## config.mk

```make
export PLATFORM = sky130hd
export DESIGN_NAME = punc_mem_arbiter_flat
export DESIGN_NICKNAME = d
export VERILOG_FILES = /design/src/rtl/punc_mem_arbiter_pkg.sv /design/src/rtl/punc_mem_arbiter_if.sv /design/src/rtl/punc_mem_arbiter.sv /design/src/flat_wrapper.sv
export SDC_FILE = /design/constraint.sdc
export NUM_CORES = 1
export LEC_CHECK = 0
export CORE_MARGIN = 2
export CORE_UTILIZATION = 22
export DETAILED_ROUTE_END_ITERATION = 7
export HOLD_SLACK_MARGIN = 0.06
export PLACE_DENSITY = 0.81
export SYNTH_ARGS = -nofsm -noshare
export SYNTH_HDL_FRONTEND = slang
export SYNTH_SLANG_ARGS = --single-unit
```

## constraint.sdc

```tcl
create_clock -name clk -period 2 [get_ports clk]
set_input_delay 0.4 -clock clk [delete_from_list [all_inputs] [get_ports clk]]
set_output_delay 0.4 -clock clk [all_outputs]
set_load 0.005 [all_outputs]
```

## src/rtl/punc_mem_arbiter_pkg.sv

```systemverilog
// Shared definitions for the PUnC memory-port arbiter.
// Holds the arbiter state encodings, the requester index constants and
// the default bus widths used by the interface and the top.
package punc_mem_arbiter_pkg;

  localparam int unsigned DEF_ADDR_W   = 16;
  localparam int unsigned DEF_DATA_W   = 16;
  localparam int unsigned DEF_LOCK_MAX = 4;

  // Requester indices; also the encoding of last_owner / rd_owner.
  localparam logic REQ_CORE = 1'b0;
  localparam logic REQ_DBG  = 1'b1;

  typedef enum logic [1:0] {
    ARB   = 2'd0,
    LOCK0 = 2'd1,
    LOCK1 = 2'd2
  } arb_state_e;

endpackage

```

## src/rtl/punc_mem_arbiter_if.sv

```systemverilog
// Bundle of requester-side and memory-side signals of the arbiter.
//   master : requesters + memory model (drives req/lock/we/addr/wdata, mem_rdata)
//   slave  : the arbiter (drives gnt, rvalid, rdata, mem_addr/we/wdata)
interface punc_mem_arbiter_if
  import punc_mem_arbiter_pkg::*;
#(
  parameter int unsigned ADDR_W = DEF_ADDR_W,
  parameter int unsigned DATA_W = DEF_DATA_W
);

  logic              req0,   req1;
  logic              lock0,  lock1;
  logic              we0,    we1;
  logic [ADDR_W-1:0] addr0,  addr1;
  logic [DATA_W-1:0] wdata0, wdata1;
  logic              gnt0,   gnt1;
  logic              rvalid0, rvalid1;
  logic [DATA_W-1:0] rdata0, rdata1;
  logic [ADDR_W-1:0] mem_addr;
  logic              mem_we;
  logic [DATA_W-1:0] mem_wdata;
  logic [DATA_W-1:0] mem_rdata;

  modport master (
    output req0, req1, lock0, lock1, we0, we1, addr0, addr1, wdata0, wdata1,
    output mem_rdata,
    input  gnt0, gnt1, rvalid0, rvalid1, rdata0, rdata1,
    input  mem_addr, mem_we, mem_wdata
  );

  modport slave (
    input  req0, req1, lock0, lock1, we0, we1, addr0, addr1, wdata0, wdata1,
    input  mem_rdata,
    output gnt0, gnt1, rvalid0, rvalid1, rdata0, rdata1,
    output mem_addr, mem_we, mem_wdata
  );

endinterface

```

## src/rtl/punc_mem_arbiter.sv

```systemverilog
// Round-robin arbiter sharing one synchronous-read memory port between the
// core (requester 0) and the debug/loader port (requester 1), with a bounded
// lock so multi-access sequences are not interleaved.
// Ports:
//   clk  - clock
//   rst  - synchronous active-high reset
//   bus  - punc_mem_arbiter_if.slave: requests/grants, tagged read return,
//          memory address/write-enable/write-data and memory read data
module punc_mem_arbiter
  import punc_mem_arbiter_pkg::*;
#(
  parameter int unsigned ADDR_W   = DEF_ADDR_W,
  parameter int unsigned DATA_W   = DEF_DATA_W,
  parameter int unsigned LOCK_MAX = DEF_LOCK_MAX
) (
  input  logic                clk,
  input  logic                rst,
  punc_mem_arbiter_if.slave   bus
);

  localparam int unsigned CNT_W = (LOCK_MAX < 2) ? 1 : $clog2(LOCK_MAX + 1);

  arb_state_e       state;
  logic             last_owner;
  logic [CNT_W-1:0] lock_cnt;
  logic             rd_pending;
  logic             rd_owner;

  logic             gnt0, gnt1;
  logic [CNT_W-1:0] run_cnt;
  logic             rvalid0, rvalid1;

  // Grant decode; a lock whose owner stops requesting falls through to RR.
  // Nothing is granted while reset is asserted.
  always_comb begin
    gnt0 = 1'b0;
    gnt1 = 1'b0;
    if (!rst) begin
      if (state == LOCK0 && bus.req0) begin
        gnt0 = 1'b1;
      end else if (state == LOCK1 && bus.req1) begin
        gnt1 = 1'b1;
      end else if (bus.req0 && bus.req1) begin
        if (last_owner == REQ_DBG) gnt0 = 1'b1;
        else                       gnt1 = 1'b1;
      end else if (bus.req0) begin
        gnt0 = 1'b1;
      end else if (bus.req1) begin
        gnt1 = 1'b1;
      end
    end
  end

  // Locked grants counted so far for the current owner (0 on a fresh grant).
  always_comb begin
    run_cnt = CNT_W'(0);
    if ((state == LOCK0 && gnt0) || (state == LOCK1 && gnt1)) run_cnt = lock_cnt;
  end

  // Memory port mux: idle values whenever nothing is granted.
  always_comb begin
    bus.mem_addr  = ADDR_W'(0);
    bus.mem_we    = 1'b0;
    bus.mem_wdata = DATA_W'(0);
    if (gnt0) begin
      bus.mem_addr  = bus.addr0;
      bus.mem_we    = bus.we0;
      bus.mem_wdata = bus.wdata0;
    end else if (gnt1) begin
      bus.mem_addr  = bus.addr1;
      bus.mem_we    = bus.we1;
      bus.mem_wdata = bus.wdata1;
    end
  end

  // Arbiter FSM, lock counter and read-tag register.
  always_ff @(posedge clk) begin
    if (rst) begin
      state      <= ARB;
      last_owner <= REQ_DBG;
      lock_cnt   <= CNT_W'(0);
      rd_pending <= 1'b0;
      rd_owner   <= REQ_CORE;
    end else begin
      rd_pending <= (gnt0 && !bus.we0) || (gnt1 && !bus.we1);
      rd_owner   <= gnt1 ? REQ_DBG : REQ_CORE;
      if (gnt0) begin
        last_owner <= REQ_CORE;
        if (bus.lock0 && (int'(run_cnt) + 1 < int'(LOCK_MAX))) begin
          state    <= LOCK0;
          lock_cnt <= run_cnt + CNT_W'(1);
        end else begin
          state    <= ARB;
          lock_cnt <= CNT_W'(0);
        end
      end else if (gnt1) begin
        last_owner <= REQ_DBG;
        if (bus.lock1 && (int'(run_cnt) + 1 < int'(LOCK_MAX))) begin
          state    <= LOCK1;
          lock_cnt <= run_cnt + CNT_W'(1);
        end else begin
          state    <= ARB;
          lock_cnt <= CNT_W'(0);
        end
      end else begin
        state    <= ARB;
        lock_cnt <= CNT_W'(0);
      end
    end
  end

  // Read return; an in-flight read is dropped when reset is asserted.
  assign rvalid0 = rd_pending && (rd_owner == REQ_CORE) && !rst;
  assign rvalid1 = rd_pending && (rd_owner == REQ_DBG)  && !rst;

  assign bus.gnt0    = gnt0;
  assign bus.gnt1    = gnt1;
  assign bus.rvalid0 = rvalid0;
  assign bus.rvalid1 = rvalid1;
  assign bus.rdata0  = rvalid0 ? bus.mem_rdata : DATA_W'(0);
  assign bus.rdata1  = rvalid1 ? bus.mem_rdata : DATA_W'(0);

endmodule

```

## src/flat_wrapper.sv

```systemverilog
// flat-port wrapper written by rule: the top's interface ports become plain ports
module punc_mem_arbiter_flat import punc_mem_arbiter_pkg::*;
#(
  parameter int unsigned ADDR_W   = DEF_ADDR_W,
  parameter int unsigned DATA_W   = DEF_DATA_W,
  parameter int unsigned LOCK_MAX = DEF_LOCK_MAX
)
  (clk, rst, bus_req0, bus_req1, bus_lock0, bus_lock1, bus_we0, bus_we1, bus_addr0, bus_addr1, bus_wdata0, bus_wdata1, bus_mem_rdata, bus_gnt0, bus_gnt1, bus_rvalid0, bus_rvalid1, bus_rdata0, bus_rdata1, bus_mem_addr, bus_mem_we, bus_mem_wdata);
  punc_mem_arbiter_if #(.ADDR_W(ADDR_W), .DATA_W(DATA_W)) bus_i ();
  input  logic clk;
  input  logic rst;
  input wire logic [$bits(bus_i.req0)-1:0] bus_req0;
  input wire logic [$bits(bus_i.req1)-1:0] bus_req1;
  input wire logic [$bits(bus_i.lock0)-1:0] bus_lock0;
  input wire logic [$bits(bus_i.lock1)-1:0] bus_lock1;
  input wire logic [$bits(bus_i.we0)-1:0] bus_we0;
  input wire logic [$bits(bus_i.we1)-1:0] bus_we1;
  input wire logic [$bits(bus_i.addr0)-1:0] bus_addr0;
  input wire logic [$bits(bus_i.addr1)-1:0] bus_addr1;
  input wire logic [$bits(bus_i.wdata0)-1:0] bus_wdata0;
  input wire logic [$bits(bus_i.wdata1)-1:0] bus_wdata1;
  input wire logic [$bits(bus_i.mem_rdata)-1:0] bus_mem_rdata;
  output wire logic [$bits(bus_i.gnt0)-1:0] bus_gnt0;
  output wire logic [$bits(bus_i.gnt1)-1:0] bus_gnt1;
  output wire logic [$bits(bus_i.rvalid0)-1:0] bus_rvalid0;
  output wire logic [$bits(bus_i.rvalid1)-1:0] bus_rvalid1;
  output wire logic [$bits(bus_i.rdata0)-1:0] bus_rdata0;
  output wire logic [$bits(bus_i.rdata1)-1:0] bus_rdata1;
  output wire logic [$bits(bus_i.mem_addr)-1:0] bus_mem_addr;
  output wire logic [$bits(bus_i.mem_we)-1:0] bus_mem_we;
  output wire logic [$bits(bus_i.mem_wdata)-1:0] bus_mem_wdata;
  assign bus_i.req0 = bus_req0;
  assign bus_i.req1 = bus_req1;
  assign bus_i.lock0 = bus_lock0;
  assign bus_i.lock1 = bus_lock1;
  assign bus_i.we0 = bus_we0;
  assign bus_i.we1 = bus_we1;
  assign bus_i.addr0 = bus_addr0;
  assign bus_i.addr1 = bus_addr1;
  assign bus_i.wdata0 = bus_wdata0;
  assign bus_i.wdata1 = bus_wdata1;
  assign bus_i.mem_rdata = bus_mem_rdata;
  assign bus_gnt0 = bus_i.gnt0;
  assign bus_gnt1 = bus_i.gnt1;
  assign bus_rvalid0 = bus_i.rvalid0;
  assign bus_rvalid1 = bus_i.rvalid1;
  assign bus_rdata0 = bus_i.rdata0;
  assign bus_rdata1 = bus_i.rdata1;
  assign bus_mem_addr = bus_i.mem_addr;
  assign bus_mem_we = bus_i.mem_we;
  assign bus_mem_wdata = bus_i.mem_wdata;
  punc_mem_arbiter #(.ADDR_W(ADDR_W), .DATA_W(DATA_W), .LOCK_MAX(LOCK_MAX)) u_core (.clk(clk), .rst(rst), .bus(bus_i));
endmodule
```

==> run_1/drive_strength.png <==
Drawn at 6 px/micron.
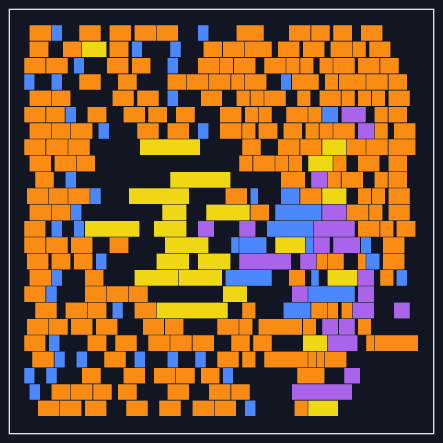
legend:
  purple:
    size: drive 3 to 4
    cells: 21
    share: 7.0%
  yellow:
    size: drive 6 and up
    cells: 22
    share: 7.3%
  blue:
    size: drive 2
    cells: 48
    share: 16%
  orange:
    size: drive 1 or less
    cells: 209
    share: 70%

==> run_1/met2.png <==
Drawn at 6 px/micron.
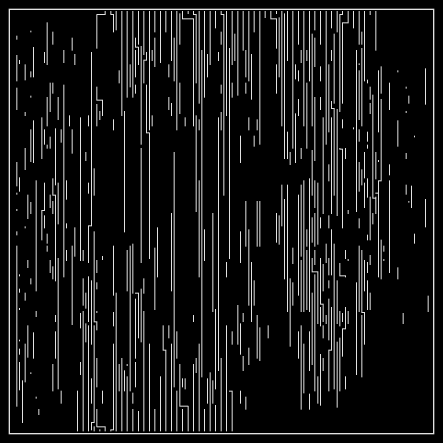
longest straight run: 54.4 microns
nets with wire on the layer: 350
share of all routed wire: 54%
wire length on this layer: 2890 microns
main direction: vertical

==> run summary, run 1 <==
flow finished, numbers: status complete, but fails checks, failing checks setup timing, Top cells excl fill/tap 101 x clkdlybuf4s50_1, 35 x buf_2, 34 x and2_1, 34 x a22o_1, CP max FO 5, Post-Place Worst Slack -0.8091 ns, horizontal die size 70.48 microns, worst r2r src u_core.state[0]$_SDFF_PP0_, Data required, critical path ~1.6 ns, worst setup path endpoint bus_mem_wdata[10], CP max stage delay 0.36 ns, number of instances in the synthesized netlist around 120, gate family responsible for the most delay along the worst path buffers and inverters, most prevalent standard cell on the critical path buf_6, antenna violations before repair 0, Largest cells by area a22o_1 31%, and2_1 22%, dfxtp_1 16%, via count of the routed design between 1500 and 2000, Comb pwr share 56.4%, type of element launching the critical path register, portion of the clock cycle consumed by the worst path in the final layout 110.3%, Seq cells post-synth 8, Arr. time, crit path around 1.8 ns, placement row count 24, maximum vdd drop between 0.15 and 0.2 mV, hold buffers post-CTS 0, global-route layer with the greatest usage met2, Crit. End Element output port, final critical delay including setup and external delays ~2.2 ns, DRC Markers 0, PnR worst setup slack -0.2063 ns, via density per instance roughly 4.7, number of optimization iterations in the first detailed-route pass 4, Net Count, Synth just over 200, total of max-cap violations 0, power attributed to sequential cells between 0.00015 and 0.0002 W, clock sinks 8, category of the critical setup timing path register to output port, Post-layout nets ~400, clock root cell clkbuf_8, and+or+nand+nor area frac approximately a third, detailed-routed wire length on met3 442 microns, area grow syn2layout 197.0%, first-pass GRT wire length between 8 and 9 mm, mean cell area of the mapped netlist 8.239 sq um, largest area contributor in the netlist a22o_1, area of the mapped netlist approximately 970 sq um, list of cells traversed by the critical path nand2b_4 -> a2111oi_4 -> buf_6 -> buf_6 -> buf_12 -> buf_16 -> a22o_1 -> buf_2, CP Buf/Inv Count 5, largest net degree at the start of global routing 20, maximum clock path buffer count 2, fraction of the core area occupied by cells at floorplan between 20% and 30%, RSZ-0062 raised after global routing true, num ports between 150 and 200, cts bufs inserted 3, FA/HA/MAJ Cells, Area Fraction around 1.3%, aggregate global routing overflow 0, Largest type area fraction 30.63%, clock-pin slew of the registers on the worst-case setup and hold paths roughly 0.05 ns, post-DP HPWL 3.633 mm, maximum clock frequency 0.4533 GHz, number of setup violations in the final report 34, TritonCTS clock tree yes, worst-case clock skew roughly 0.0081 ns, combinational gate power 0.000486 W, clk_lat worst skew between 0.2 and 0.25 ns, vertical die dimension approximately 70 microns, Cell variety after synth 27, Hold/Removal Path Class input port to register, Main synth FF type dfxtp_1, Commonest cells post-synth 34 x a22o_1, 34 x and2_1, 8 x dfxtp_1, Initial DRC Count 38, core outline area between 4000 and 5000 sq um, clock share of power between 20% and 30%, origin of the worst setup path u_core.state[1]$_SDFF_PP0_, aoi share 39.38%, Post-Route Setup TNS -5.047 ns, static power due to leakage roughly 1.4 nW, worst-case register-to-register setup slack ~0.11 ns, Highest Signal Layer met4, switching power summed over all nets around 0.00022 W, Fin. Hold Viols 0, Finished Layout Cells between 300 and 400, GRT Overall Usage a little over a fifth, Slew Limit Fails 0, post-synth tally of flip-flops with integrated enable 0, number of instances in the placed design between 300 and 400, total die area approximately 5000 sq um, number of warnings printed during yosys synthesis 0, routing usage on met3 under 10%, via count of the first global-routing pass roughly 1800, XOR/XNOR Fraction of Synth Area 0%, reg-to-reg endpoint u_core.lock_cnt[1]$_SDFF_PP0_, number of H-tree levels 1, sw frac between 20% and 30%, total number of cells along the worst setup path 8, sequential fraction of design power between 20% and 30%
==> run_1/final_congestion.png <==
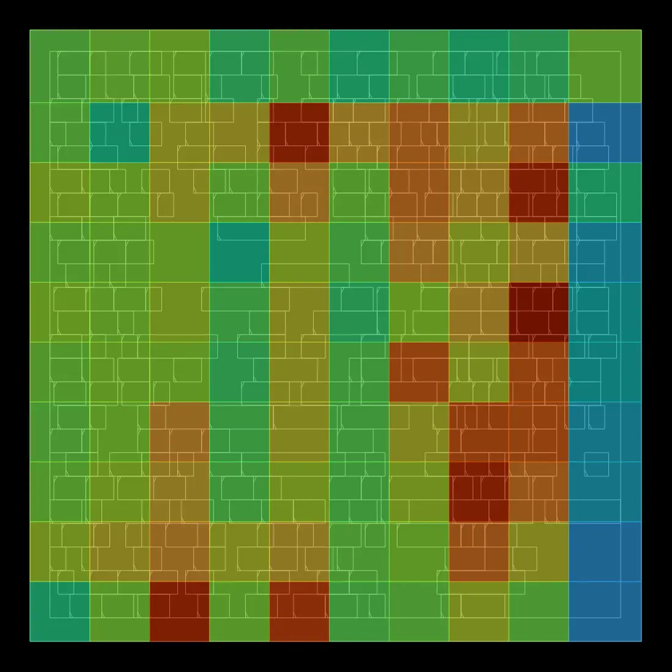
core utilization of the finished layout: 67.25%
routing usage on met2: 41.51%
detail-routed net length per standard cell: 15.15 microns
grt met1 use: 21.47%

==> run_1/registers.png <==
Drawn at 6 px/micron. Other sequential cells in the stronger grey, the rest of the logic in the fainter grey.
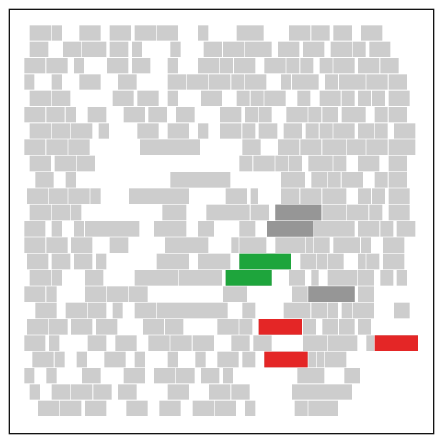
legend:
  red:
    netlist_name: u_core.lock_cnt
    placed_flops: 3
  green:
    netlist_name: u_core.state
    placed_flops: 2
not coloured: 3

-- run 1: registers in the layout (all words and copies together) (netlist names) --
name / flops
u_core.rd_pending: 1
u_core.last_owner: 1
u_core.lock_cnt: 3
u_core.state: 2
u_core.rd_owner: 1
-- run 1: cell type report --
class | instances | area (sq um) | area share [%]
multi-input cells | 98 | 783.3 | 27.12
clock buffers | 3 | 41.29 | 1.430
inverters | 4 | 15.01 | 0.5199
flip-flops and latches | 8 | 168.9 | 5.849
repair buffers | 187 | 1814 | 62.82
well taps | 52 | 65.06 | 2.253
-- run 1: cells by family (layout without fill, tap and decap cells) --
group	after synthesis	in the layout
multiplexers	1	1
other	1	1
buffers and inverters	14	194
AND/OR/NAND/NOR	51	53
flip-flops	8	8
AND-OR/OR-AND	42	42
adder cells (fa/ha/maj)	1	1
-- run 1: how the worst min path moves through the flow --
stage / start / endpoint / slack [ns] / cells past startpoint
final: bus_req1 / u_core.last_owner$_SDFFE_PP1P_ / 0.46 / 3
after global routing: bus_req1 / u_core.last_owner$_SDFFE_PP1P_ / 0.49 / 3
after CTS: bus_req1 / u_core.last_owner$_SDFFE_PP1P_ / 0.46 / 3
after detailed placement: u_core.last_owner$_SDFFE_PP1P_ / u_core.last_owner$_SDFFE_PP1P_ / 0.58 / 3
after global placement: u_core.last_owner$_SDFFE_PP1P_ / u_core.last_owner$_SDFFE_PP1P_ / 0.59 / 3
after floorplan: u_core.last_owner$_SDFFE_PP1P_ / u_core.last_owner$_SDFFE_PP1P_ / 0.48 / 2
-- run 1: metrics by stage --
stage	hold slack, ns	area, sq um
after CTS	0.4632	2888
after global placement	0.5851	2644
after global routing	0.4863	2888
after detailed placement	0.5809	2644
after floorplan	0.4800	972.2
final	0.4608	2888
==> run 2: changes to the inputs <==
--- a/config.mk
+++ b/config.mk
@@ -10,6 +10,7 @@
 export DETAILED_ROUTE_END_ITERATION = 7
 export HOLD_SLACK_MARGIN = 0.06
 export PLACE_DENSITY = 0.81
+export REMOVE_ABC_BUFFERS = 1
 export SYNTH_ARGS = -nofsm -noshare
 export SYNTH_HDL_FRONTEND = slang
 export SYNTH_SLANG_ARGS = --single-unit
==> run_2/drive_strength.png <==
Drawn at 6 px/micron.
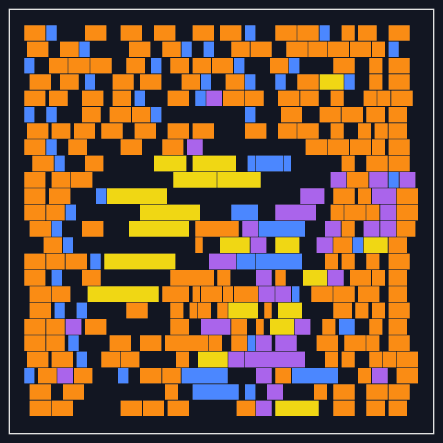
legend:
  orange:
    size: drive 1 or less
    cells: 205
    share: 67%
  yellow:
    size: drive 6 and up
    cells: 19
    share: 6.2%
  purple:
    size: drive 3 to 4
    cells: 32
    share: 10%
  blue:
    size: drive 2
    cells: 52
    share: 17%

==> run_2/final_congestion.png <==
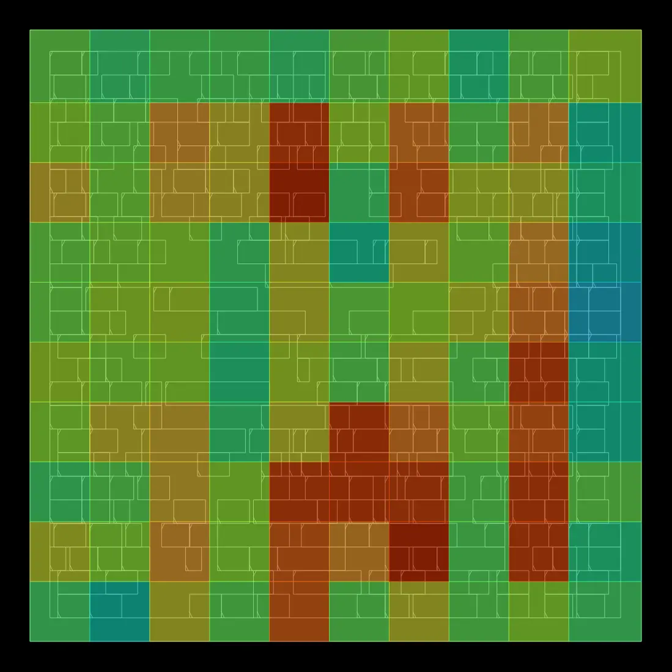
global-route layer with the greatest usage: met2
core utilization of the finished layout: 67.51%

==> run 2 against run 1 <==
The flow still finishes with violations (setup timing); non-clock buffer count grew 8; synthesized cell count stayed put; final cell count increased by 2.3%; critical path type unchanged.
==> run summary, run 2 <==
flow finished, numbers: core outline area 4294 sq um, layout buffer count excluding clock buffers roughly 200, Slew Limit Fails 0, sequential standard cell area between 150 and 200 sq um, antenna violations before repair 0, Crit. End Element output port, fraction of area in multi-input gates between 20% and 30%, Post-Place Worst Slack -0.7787 ns, Fin. Hold Viols 0, num ports about 160, routing usage on met2 a little over two fifths, register bank with the most flops u_core.lock_cnt, largest registers u_core.lock_cnt: 3 flops, u_core.state: 2 flops, largest area contributor in the netlist a22o_1, failing checks setup timing, num sequential 8, worst-case clock skew between 0.0015 and 0.002 ns, detail-routed net length per standard cell about 15 microns, clock buffer instance count of the final layout 3, maximum vdd drop ~0.18 mV, number of instances in the placed design around 330, clock-pin slew of the registers on the worst-case setup and hold paths 0.04 ns, category of the critical setup timing path register to output port, Seq cells post-synth 8, Initial DRC Count 35, area of the mapped netlist between 900 and 1000 sq um, portion of the clock cycle consumed by the worst path in the final layout 107.5%, final instance area between 2000 and 3000 sq um, fraction of the core area occupied by cells at floorplan roughly 23%, placement row count 24, RSZ-0062 raised after global routing true, final critical delay including setup and external delays 2.150 ns, Layout clock area frac under 10%, Finished Layout Cells ~360, number of setup violations in the final report 33, status complete, but fails checks, mi-comb count just under 100, Cell Area, Placed ~2700 sq um, Commonest cells post-synth 34 x a22o_1, 34 x and2_1, 8 x dfxtp_1, first-pass GRT wire length roughly 8.5 mm, GRT Overall Usage 21.42%, number of instances in the synthesized netlist about 120, sequential share of cell area 5.740%, PnR worst setup slack -0.1500 ns, horizontal die size about 70 microns, worst-case register-to-register setup slack between 0.2 and 0.25 ns, Data required, critical path between 1.5 and 2 ns, hold buffers post-CTS 0, TritonCTS clock tree yes, Largest type area fraction 30.63%, list of cells traversed by the critical path nand2b_4 -> a2111oi_4 -> buf_4 -> buf_6 -> buf_12 -> a22o_1 -> buf_2, area grow syn2layout 198.2%, layout buffering overhead excluding clock cells a little over three fifths, Cell variety after synth 27, Arr. time, crit path between 1.5 and 2 ns, vertical die dimension around 70 microns, clock share of power approximately 22%, maximum clock frequency between 0.4 and 0.5 GHz, worst r2r src u_core.state[0]$_SDFF_PP0_, via count of the routed design ~1700, Highest Signal Layer met4, capture endpoint of the worst hold path u_core.rd_owner$_SDFF_PP0_, inverter tally of the final layout excluding the clock network 4, routing usage on met3 slightly below 4%
==> run 2: cell counts after synthesis <==
No cell type changed its count.
==> run 2: per-stage QoR <==
stage	util (%)	TNS (ns)
after floorplan	-	-14.07
after global placement	62.21	-42.42
after detailed placement	62.21	-44.26
after CTS	68.62	-4.758
after global routing	67.51	-5.941
final	67.51	-3.342
==> run 2: cells by family (layout without fill, tap and decap cells) <==
logic type | count (synthesis) | count (layout) | synth area share, %
flip-flops | 8 | 8 | 16.47
adder cells (fa/ha/maj) | 1 | 1 | 1.287
multiplexers | 1 | 1 | 1.030
AND-OR/OR-AND | 42 | 42 | 39.38
AND/OR/NAND/NOR | 51 | 53 | 33.46
other | 1 | 1 | 0.3857
buffers and inverters | 14 | 202 | 7.979
==> run 2: how the worst max path moves through the flow <==
stage	from	end	slack [ns]
finish	u_core.state[1]$_SDFF_PP0_	bus_mem_wdata[5]	-0.15
global route	u_core.state[1]$_SDFF_PP0_	bus_mem_wdata[6]	-0.24
CTS	u_core.last_owner$_SDFFE_PP1P_	bus_mem_wdata[5]	-0.22
detailed placement	bus_req1	bus_mem_addr[11]	-0.78
global placement	bus_req1	bus_mem_addr[11]	-0.74
floorplan	bus_req1	bus_mem_addr[0]	-0.41
==> run 2: power groups by stage <==
stage	clock, W	sequential, W	combinational (W)
detailed placement	0	0.000176	0.000451
global route	0.000207	0.000179	0.000527
floorplan	0	0.000175	0.000109
finish	0.000193	0.000178	0.000491
CTS	0.000195	0.000176	0.000505
global placement	0	0.000175	0.000449
==> run 2: worst max-delay path, delay by kind of cell (launching register included) <==
kind | cells | cell delay (ns)
flip-flops | 1 | 0.33
AND/OR/NAND/NOR | 1 | 0.16
buffers and inverters | 4 | 0.55
AND-OR/OR-AND | 2 | 0.48
Power and IR drop assume default switching activity.
